**config.mk**
```make
export PLATFORM = sky130hd
export DESIGN_NAME = reset_sequencer
export DESIGN_NICKNAME = d
export VERILOG_FILES = /design/src/rtl/reset_pkg.sv /design/src/rtl/reset_sync.sv /design/src/rtl/reset_sequencer.sv
export SDC_FILE = /design/constraint.sdc
export NUM_CORES = 1
export LEC_CHECK = 0
export CORE_UTILIZATION = 50
export CTS_BUF_LIST = sky130_fd_sc_hd__clkbuf_8 sky130_fd_sc_hd__clkbuf_16
export DETAILED_ROUTE_END_ITERATION = 12
export HOLD_SLACK_MARGIN = 0.05
export PLACE_DENSITY = 0.7
export SLEW_MARGIN = 20
export SYNTH_ARGS = -nofsm -noshare
export SYNTH_HDL_FRONTEND = slang
export SYNTH_HIERARCHICAL = 1
export SYNTH_SLANG_ARGS = --single-unit
```
**constraint.sdc**
```tcl
create_clock -name clk -period 1.5 [get_ports clk]
set_input_delay 0.15 -clock clk [delete_from_list [all_inputs] [get_ports clk]]
set_output_delay 0.15 -clock clk [all_outputs]
set_load 0.03 [all_outputs]
```
**src/rtl/reset_pkg.sv**
```systemverilog
// Shared types for the reset sequencer: FSM states and reset-cause encodings.
package reset_pkg;

  typedef enum logic [1:0] {
    HOLD    = 2'd0,
    RELEASE = 2'd1,
    RUN     = 2'd2
  } state_t;

  localparam logic [1:0] CAUSE_POR = 2'd0;
  localparam logic [1:0] CAUSE_PLL = 2'd1;
  localparam logic [1:0] CAUSE_SW  = 2'd2;
  localparam logic [1:0] CAUSE_WDT = 2'd3;

endpackage

```
**src/rtl/reset_sync.sv**
```systemverilog
// Three-flop reset synchroniser: asserts asynchronously, deasserts on the third clk edge.
module reset_sync (
  input  logic clk,
  input  logic rst_n,
  output logic o_rst
);

  logic [2:0] r_chain;

  // NOTE: sequential state uses non-blocking assignments so every flop samples pre-edge values.
  always_ff @(posedge clk or negedge rst_n) begin
    if (!rst_n) r_chain <= '0;
    else        r_chain <= {r_chain[1:0], 1'b1};
  end

  assign o_rst = ~r_chain[2];

endmodule

```
**src/rtl/reset_sequencer.sv**
```systemverilog
// System reset controller: synchronises nreset, qualifies with PLL lock and releases
// the domain resets one at a time, re-sequencing on PLL loss, software or watchdog request.
module reset_sequencer
  import reset_pkg::*;
#(
  parameter int N_DOMAINS   = 4,
  parameter int HOLD_CYCLES = 16,
  parameter int STAGE_DELAY = 8,
  parameter int CNT_W       = 16
) (
  input  logic                 clk,
  input  logic                 nreset,
  input  logic                 pll_locked,
  input  logic                 sw_reset_req,
  input  logic                 wdt_reset_req,
  output logic [N_DOMAINS-1:0] reset_out,
  output logic                 seq_done,
  output logic [1:0]           reset_cause
);

  localparam int IDX_W = (N_DOMAINS > 1) ? $clog2(N_DOMAINS) : 1;
  localparam logic [CNT_W-1:0] HOLD_LAST  = CNT_W'(HOLD_CYCLES - 1);
  localparam logic [CNT_W-1:0] STAGE_LAST = CNT_W'(STAGE_DELAY - 1);
  localparam logic [IDX_W-1:0] IDX_LAST   = IDX_W'(N_DOMAINS - 1);

  logic                 w_rst_i;
  logic                 r_pll_meta;
  logic                 r_pll_sync;
  state_t               r_state;
  logic [CNT_W-1:0]     r_cnt;
  logic [IDX_W-1:0]     r_idx;
  logic [N_DOMAINS-1:0] r_reset_out;
  logic                 r_seq_done;
  logic [1:0]           r_cause;

  logic                 w_pll_fall;
  logic                 w_abort;
  logic [1:0]           w_abort_cause;
  logic [N_DOMAINS-1:0] w_next_mask;

  reset_sync u_reset_sync (
    .clk   (clk),
    .rst_n (nreset),
    .o_rst (w_rst_i)
  );

  always_ff @(posedge clk or posedge w_rst_i) begin
    if (w_rst_i) begin
      r_pll_meta <= 1'b0;
      r_pll_sync <= 1'b0;
    end else begin
      r_pll_meta <= pll_locked;
      r_pll_sync <= r_pll_meta;
    end
  end

  // The falling edge is seen on the same clk edge that pll_sync itself drops.
  assign w_pll_fall = r_pll_sync & ~r_pll_meta;
  assign w_abort    = wdt_reset_req | sw_reset_req | w_pll_fall;

  // NOTE: every combinational output gets a default first so no latch is inferred.
  always_comb begin
    w_abort_cause = CAUSE_PLL;
    if (wdt_reset_req)     w_abort_cause = CAUSE_WDT;
    else if (sw_reset_req) w_abort_cause = CAUSE_SW;
  end

  always_comb begin
    w_next_mask = '0;
    for (int i = 0; i < N_DOMAINS; i++) begin
      if (i == int'(r_idx) + 1) w_next_mask[i] = 1'b1;
    end
  end

  always_ff @(posedge clk or posedge w_rst_i) begin
    if (w_rst_i) begin
      r_state     <= HOLD;
      r_cnt       <= '0;
      r_idx       <= '0;
      r_reset_out <= '1;
      r_seq_done  <= 1'b0;
      r_cause     <= CAUSE_POR;
    end else if (w_abort) begin
      r_state     <= HOLD;
      r_cnt       <= '0;
      r_idx       <= '0;
      r_reset_out <= '1;
      r_seq_done  <= 1'b0;
      r_cause     <= w_abort_cause;
    end else begin
      case (r_state)
        HOLD: begin
          if (!r_pll_sync) begin
            r_cnt <= '0;
          end else if (r_cnt == HOLD_LAST) begin
            r_state        <= RELEASE;
            r_cnt          <= '0;
            r_idx          <= '0;
            r_reset_out[0] <= 1'b0;
          end else begin
            r_cnt <= r_cnt + 1'b1;
          end
        end
        RELEASE: begin
          if (r_cnt == STAGE_LAST) begin
            r_cnt <= '0;
            if (r_idx != IDX_LAST) begin
              r_idx       <= r_idx + 1'b1;
              r_reset_out <= r_reset_out & ~w_next_mask;
            end else begin
              r_state    <= RUN;
              r_seq_done <= 1'b1;
            end
          end else begin
            r_cnt <= r_cnt + 1'b1;
          end
        end
        RUN:     ;
        default: r_state <= HOLD;
      endcase
    end
  end

  assign reset_out   = r_reset_out;
  assign seq_done    = r_seq_done;
  assign reset_cause = r_cause;

endmodule

```
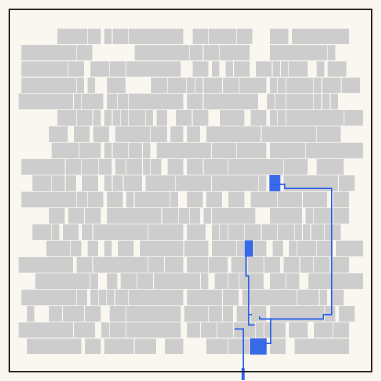
Run 1: nets reached from selected ports
(6 px per um)
legend:
  blue:
    port: `sw_reset_req`
    direction: input
    edge: bottom
    end_cells: 3
    buffers: 2
    wire: 72.5 um
I/O pin cnt: 12
tally of buffers added on design ports: 11

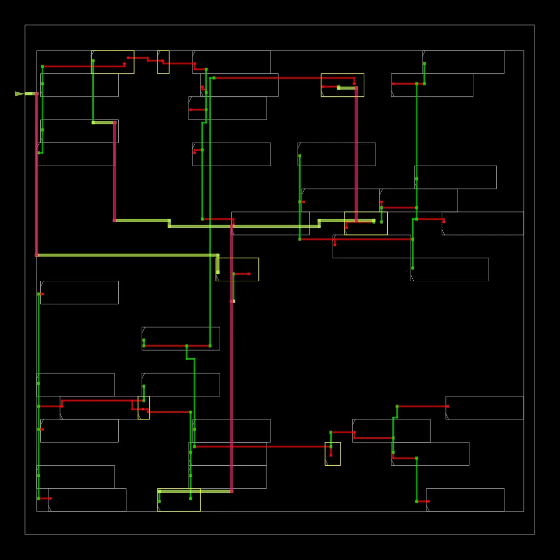
Run 1: the clock network
CTS Sinks: 32
clock network power: 0.648 mW

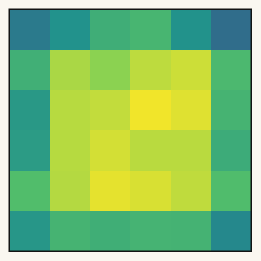
Run 1: cell area per tile
(4 px per um) 6 x 6 tiles, from dark purple (low) to yellow (high), 0 to 100% covered.
mean over tiles: 73%
densest ninth of the die: centre
tiles over 75% full: 44%
fullest tile: 98%

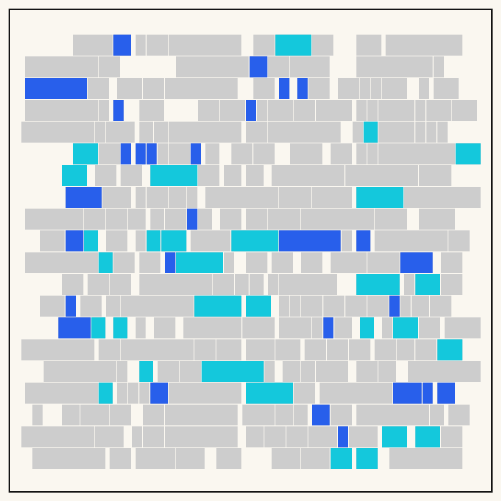
Run 1: gate-type map
(8 px per um)
legend:
  cyan:
    family: inverting AOI/OAI gates
    cells: 30
    most_used: o21ai_1
  blue:
    family: NOR gates
    cells: 28
    most_used: nor2_1
    where: widely spread

==> flow_metrics.env, run 1 <==
# implementation run metrics
export IMPL_via_count_of_the_first_global_routing_pass=1774
export IMPL_ys_dominant_reg_cell="sky130_fd_sc_hd__dfrtp_1"
export IMPL_synth_top_cells_by_area="sky130_fd_sc_hd__dfrtp_1 (41%), sky130_fd_sc_hd__nand2_1 (6.9%), sky130_fd_sc_hd__dfstp_2 (6.2%)"
export IMPL_highest_count_cells_in_the_layout_ignoring_fill_and_taps="sky130_fd_sc_hd__buf_4 (63), sky130_fd_sc_hd__nand2_1 (28), sky130_fd_sc_hd__dfrtp_1 (28)"
export IMPL_share_comb_of_total_power=0.085
export IMPL_met1_usage=0.3559
export IMPL_dr_total_vias=1900
export IMPL_number_of_flops_mapped_to_enable_cells_by_yosys=0
export IMPL_layout_min_cycle_time_ns=2.134
export IMPL_logic_gates=141
export IMPL_synthesis_nets=197
export IMPL_ys_warn_count=6
export IMPL_postCtsSetupRepairBufs=8
export IMPL_area_share_nonclk_buffers=0.2471
export IMPL_ctsLongestPathBuffers=2
export IMPL_synth_mux_area_fraction=0.01850
export IMPL_power_internal_mw=1.253
export IMPL_postLayoutCellArea_sq_um=2689
export IMPL_layout_area_overhead_vs_synth_pct=59.07
export IMPL_p_leak_nw=1.302
export IMPL_largest_register_ff_count=16
export IMPL_yosys_area_top_type="sky130_fd_sc_hd__dfrtp_1"
export IMPL_openroad_warnings=33
export IMPL_crit_path_start_kind="flip-flop"
export IMPL_place_detailed_hpwl_um=3260
export IMPL_chip_footprint_sq_um=3617
export IMPL_adder_share=0.04441
export IMPL_most_common_cell_after_layout_fill_and_taps_aside="sky130_fd_sc_hd__buf_4"
export IMPL_num_fill_cells=161
export IMPL_ys_ff=32
export IMPL_sequential_element_share_of_the_synthesized_area=0.4767
export IMPL_critPathMostFrequentCell="sky130_fd_sc_hd__buf_4"
export IMPL_final_util=0.8596
export IMPL_r2r_cells=9
export IMPL_drv_max_cap_violation_count=0
export IMPL_post_route_worst_hold_slack_ns=0.2175
export IMPL_global_route_usage_total=0.3140
export IMPL_synth_area_yosys_sq_um=1690
export IMPL_core_util_floorplan=0.5404
export IMPL_critical_path_max_stage_delay_ns=0.42
export IMPL_top_layer="met4"
export IMPL_placed_cells_incl_taps=292
export IMPL_final_comb_area_sq_um=1056
export IMPL_combinationalPower_mw=0.143
export IMPL_swShare=0.2525
export IMPL_seqCellArea_sq_um=805.8
export IMPL_buffers_excl_clock=80
export IMPL_met1Wirelength_um=2368
export IMPL_grt_start_max_net_pins=22
export IMPL_cp_required_ns=1.70
export IMPL_synth_async_reset_ratio=1.000
export IMPL_seq_power_share=0.529
export IMPL_grt_first_pass_wirelength_um=8052
export IMPL_dominant_power_group="registers"
export IMPL_netlist_area_sq_um=1690
export IMPL_aoi_share=0.1621
export IMPL_largest_register="r_cnt"
export IMPL_ys_types=38
export IMPL_number_of_buffers_created_by_cts=5
export IMPL_synthTopCellsByCount="sky130_fd_sc_hd__nand2_1 (31), sky130_fd_sc_hd__dfrtp_1 (28), sky130_fd_sc_hd__nor2_1 (18)"
export IMPL_netlist_area_leader_share=0.4145
export IMPL_final_period_utilization=1.423
export IMPL_synthMostInstantiatedCell="sky130_fd_sc_hd__nand2_1"
export IMPL_final_instance_count_excl_fill=312
export IMPL_grt_busiest_layer="met2"
export IMPL_grt_util_met3=0.07143
export IMPL_crit_path_top_delay_cell="sky130_fd_sc_hd__dfrtp_1"
export IMPL_gr_usage_met2=0.5447
export IMPL_synthesis_instances=186
export IMPL_rsz0062_at_grt="yes"
export IMPL_detailedRoute_firstIterationViolations=163
export IMPL_ir_drop_uv=706.9
export IMPL_crit_path_end="r_cnt[4]"
export IMPL_dpl_worst_slack_ns=-0.6473
export IMPL_die_w_um=60.15
export IMPL_floorplan_rows=20
export IMPL_regToRegStartpoint="r_cnt[0]"
export IMPL_worstReg2RegEnd="r_cnt[4]"
export IMPL_post_cts_hold_fix_bufs=1
export IMPL_final_max_slew_violation_count=0
export IMPL_drt_first_pass_iters=6
export IMPL_failed_checks="setup timing"
export IMPL_min_path_type="flip-flop to asynchronous set/reset pin"
export IMPL_powerDensity_nw_per_um2=623.4
export IMPL_final_hold_violation_count=0
export IMPL_outcome="finished, violations left"
export IMPL_place_gp_congestion=0.9587
export IMPL_crit_cells=9
export IMPL_routed_via_density=6.090
export IMPL_comb_share=0.3927
export IMPL_totalPowerFinal_mw=1.676
export IMPL_summed_negative_setup_slack_over_all_endpoints_ns=-10.86
export IMPL_tritoncts="built"
export IMPL_sequential_cell_total=32
export IMPL_cts_max_level=2
export IMPL_finalWirelength_um=6179
export IMPL_grt_overflow=0
export IMPL_crit_path_start="r_cnt[0]"
export IMPL_clkLatencyLatePin_ns=0.31
export IMPL_ctsRootBufferMaster="sky130_fd_sc_hd__clkbuf_8"
export IMPL_synth_cellmix_simpleShare=0.2576
export IMPL_crit_family="simple AND/OR/NAND/NOR gates"
export IMPL_fin_skew_ns=0.01643
export IMPL_layout_clock_buffers=5
export IMPL_clk_share=0.03025
export IMPL_sequentialPower_mw=0.886
export IMPL_critical_path_endpoint_type="flip-flop"
export IMPL_n_tap_cell=44
export IMPL_dr_wl_met3_um=349
export IMPL_crit_fanout=7
export IMPL_drive_above_1_share=0.4254
export IMPL_clock_fmax_ghz=0.4686
export IMPL_antenna_found_initial=0
export IMPL_biggestCellCategory="combinational gates"
export IMPL_postLayoutSetupSlackWorst_ns=-0.6340
export IMPL_cts_resized_gates=32
export IMPL_setup_reg_to_reg_worst_slack_ns=-0.63
export IMPL_p_sw_mw=0.4233
export IMPL_crit_path_cell_chain="ha_4 > and3b_1 > and4_4 > or3_4 > buf_4 > nand2_8 > nand2_2 > buf_4 > o31ai_4"
export IMPL_layout_nets=278
export IMPL_critical_path_class="flip-flop to flip-flop"
export IMPL_dpl_cell_area_sq_um=2266
export IMPL_non_cts_inverters=7
export IMPL_worstPathBufferInverterCount=2
export IMPL_post_drt_wl_per_cell_um=19.80
export IMPL_die_height_um=60.15
export IMPL_cts_reportedPaths_clkPinSlew_ns=0.08
export IMPL_area_of_the_core_sq_um=3128
export IMPL_post_route_antenna_net_violation_count=0
export IMPL_detail_route_drc_violations=0
export IMPL_setup_failing_eps_final=25
export IMPL_p_clk_frac=0.386
export IMPL_synth_cells_yosys=186
export IMPL_seqAreaFraction=0.2997
export IMPL_synth_cellmix_xorXnorShare=0
export IMPL_antenna_cells_inserted=0
export IMPL_post_synth_cell_area_avg_sq_um=9.088
export IMPL_largest_non_sequential_cell_family_by_area="simple AND/OR/NAND/NOR gates"
==> run 2: changes to the inputs <==
CORE_UTILIZATION = 25   (was 50)
CTS_BUF_LIST = sky130_fd_sc_hd__clkbuf_4   (was sky130_fd_sc_hd__clkbuf_8 sky130_fd_sc_hd__clkbuf_16)
PLACE_DENSITY = 0.41   (was 0.7)
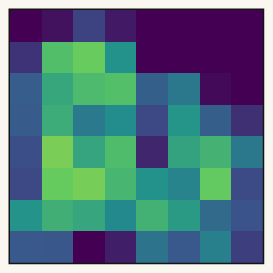
Run 2: cell area per tile
(3 px per um) 8 x 8 tiles, from dark purple (low) to yellow (high), 0 to 100% covered.
mean over tiles: 36%
tiles over 75% full: 7.8%
nearly empty tiles: 17%
densest ninth of the die: middle left
emptiest ninth of the die: upper right

==> run 2 against run 1 <==
The run ends with DRC, setup timing left. Synthesized area stayed put. Highest routed layer unchanged. Clock skew increased by 0.0023 ns. Final cell count is 12% higher.
==> flow_metrics.env, run 2 <==
# implementation run metrics
export IMPL_outcome="finished, violations left"
export IMPL_failed_checks="DRC, setup timing"
export IMPL_netlist_area_sq_um=1690
export IMPL_postLayoutSetupSlackWorst_ns=-0.5148
export IMPL_swShare=0.2460
export IMPL_die_height_um=84.23
export IMPL_cts_reportedPaths_clkPinSlew_ns=0.11
export IMPL_clkLatencyLatePin_ns=0.34
export IMPL_tritoncts="built"
export IMPL_logic_gates=141
export IMPL_largest_register="r_cnt"
export IMPL_final_util=0.4076
export IMPL_layout_area_overhead_vs_synth_pct=54.85
export IMPL_critical_path_max_stage_delay_ns=0.41
export IMPL_seqAreaFraction=0.3078
export IMPL_gr_usage_met2=0.2526
export IMPL_numClockSinks=32
export IMPL_yosys_area_top_type="sky130_fd_sc_hd__dfrtp_1"
export IMPL_ctsRootBufferMaster="sky130_fd_sc_hd__clkbuf_4"
export IMPL_postCtsSetupRepairBufs=5
export IMPL_via_count_of_the_first_global_routing_pass=1679
export IMPL_summed_negative_setup_slack_over_all_endpoints_ns=-8.431
export IMPL_place_gp_congestion=0.8465
export IMPL_die_w_um=84.23
export IMPL_powerDensity_nw_per_um2=582.1
export IMPL_final_period_utilization=1.343
export IMPL_clk_share=0.02151
export IMPL_fin_skew_ns=0.01871
export IMPL_grt_util_met3=0.03245
export IMPL_seqCellArea_sq_um=805.8
export IMPL_crit_path_top_delay_cell="sky130_fd_sc_hd__dfrtp_1"
export IMPL_synthTopCellsByCount="sky130_fd_sc_hd__nand2_1 (31), sky130_fd_sc_hd__dfrtp_1 (28), sky130_fd_sc_hd__nor2_1 (18)"
export IMPL_crit_family="simple AND/OR/NAND/NOR gates"
export IMPL_routed_via_density=4.767
export IMPL_synth_async_reset_ratio=1.000
export IMPL_synth_top_cells_by_area="sky130_fd_sc_hd__dfrtp_1 (41%), sky130_fd_sc_hd__nand2_1 (6.9%), sky130_fd_sc_hd__dfstp_2 (6.2%)"
export IMPL_drive_above_1_share=0.4317
export IMPL_grt_overflow=0
export IMPL_layout_nets=281
export IMPL_final_max_slew_violation_count=0
export IMPL_crit_path_start="r_cnt[0]"
export IMPL_final_comb_area_sq_um=973.4
export IMPL_post_route_antenna_net_violation_count=0
export IMPL_setup_failing_eps_final=25
export IMPL_finalWirelength_um=4527
export IMPL_place_port_buffers=11
export IMPL_worstPathBufferInverterCount=0
export IMPL_drt_first_pass_iters=8
export IMPL_detail_route_drc_violations=2
export IMPL_layout_clock_buffers=7
export IMPL_post_synth_cell_area_avg_sq_um=9.088
export IMPL_met1Wirelength_um=2131
export IMPL_p_sw_mw=0.3748
export IMPL_global_route_usage_total=0.1408
export IMPL_cp_required_ns=1.78
export IMPL_final_hold_violation_count=0
export IMPL_synthesis_nets=197
export IMPL_antenna_found_initial=0
export IMPL_seq_power_share=0.579
export IMPL_cts_resized_gates=24
export IMPL_chip_footprint_sq_um=7095
export IMPL_postLayoutCellArea_sq_um=2618
export IMPL_grt_start_max_net_pins=30
export IMPL_netlist_area_leader_share=0.4145
export IMPL_critical_path_class="flip-flop to flip-flop"
export IMPL_sequential_cell_total=32
export IMPL_pin_count=12
export IMPL_clock_fmax_ghz=0.4963
export IMPL_dr_total_vias=1659
export IMPL_most_common_cell_after_layout_fill_and_taps_aside="sky130_fd_sc_hd__buf_4"
export IMPL_biggestCellCategory="combinational gates"
export IMPL_synth_cellmix_xorXnorShare=0
export IMPL_min_path_type="primary input to flip-flop"
No activity file was given, so power comes from the tool's default toggle rates.
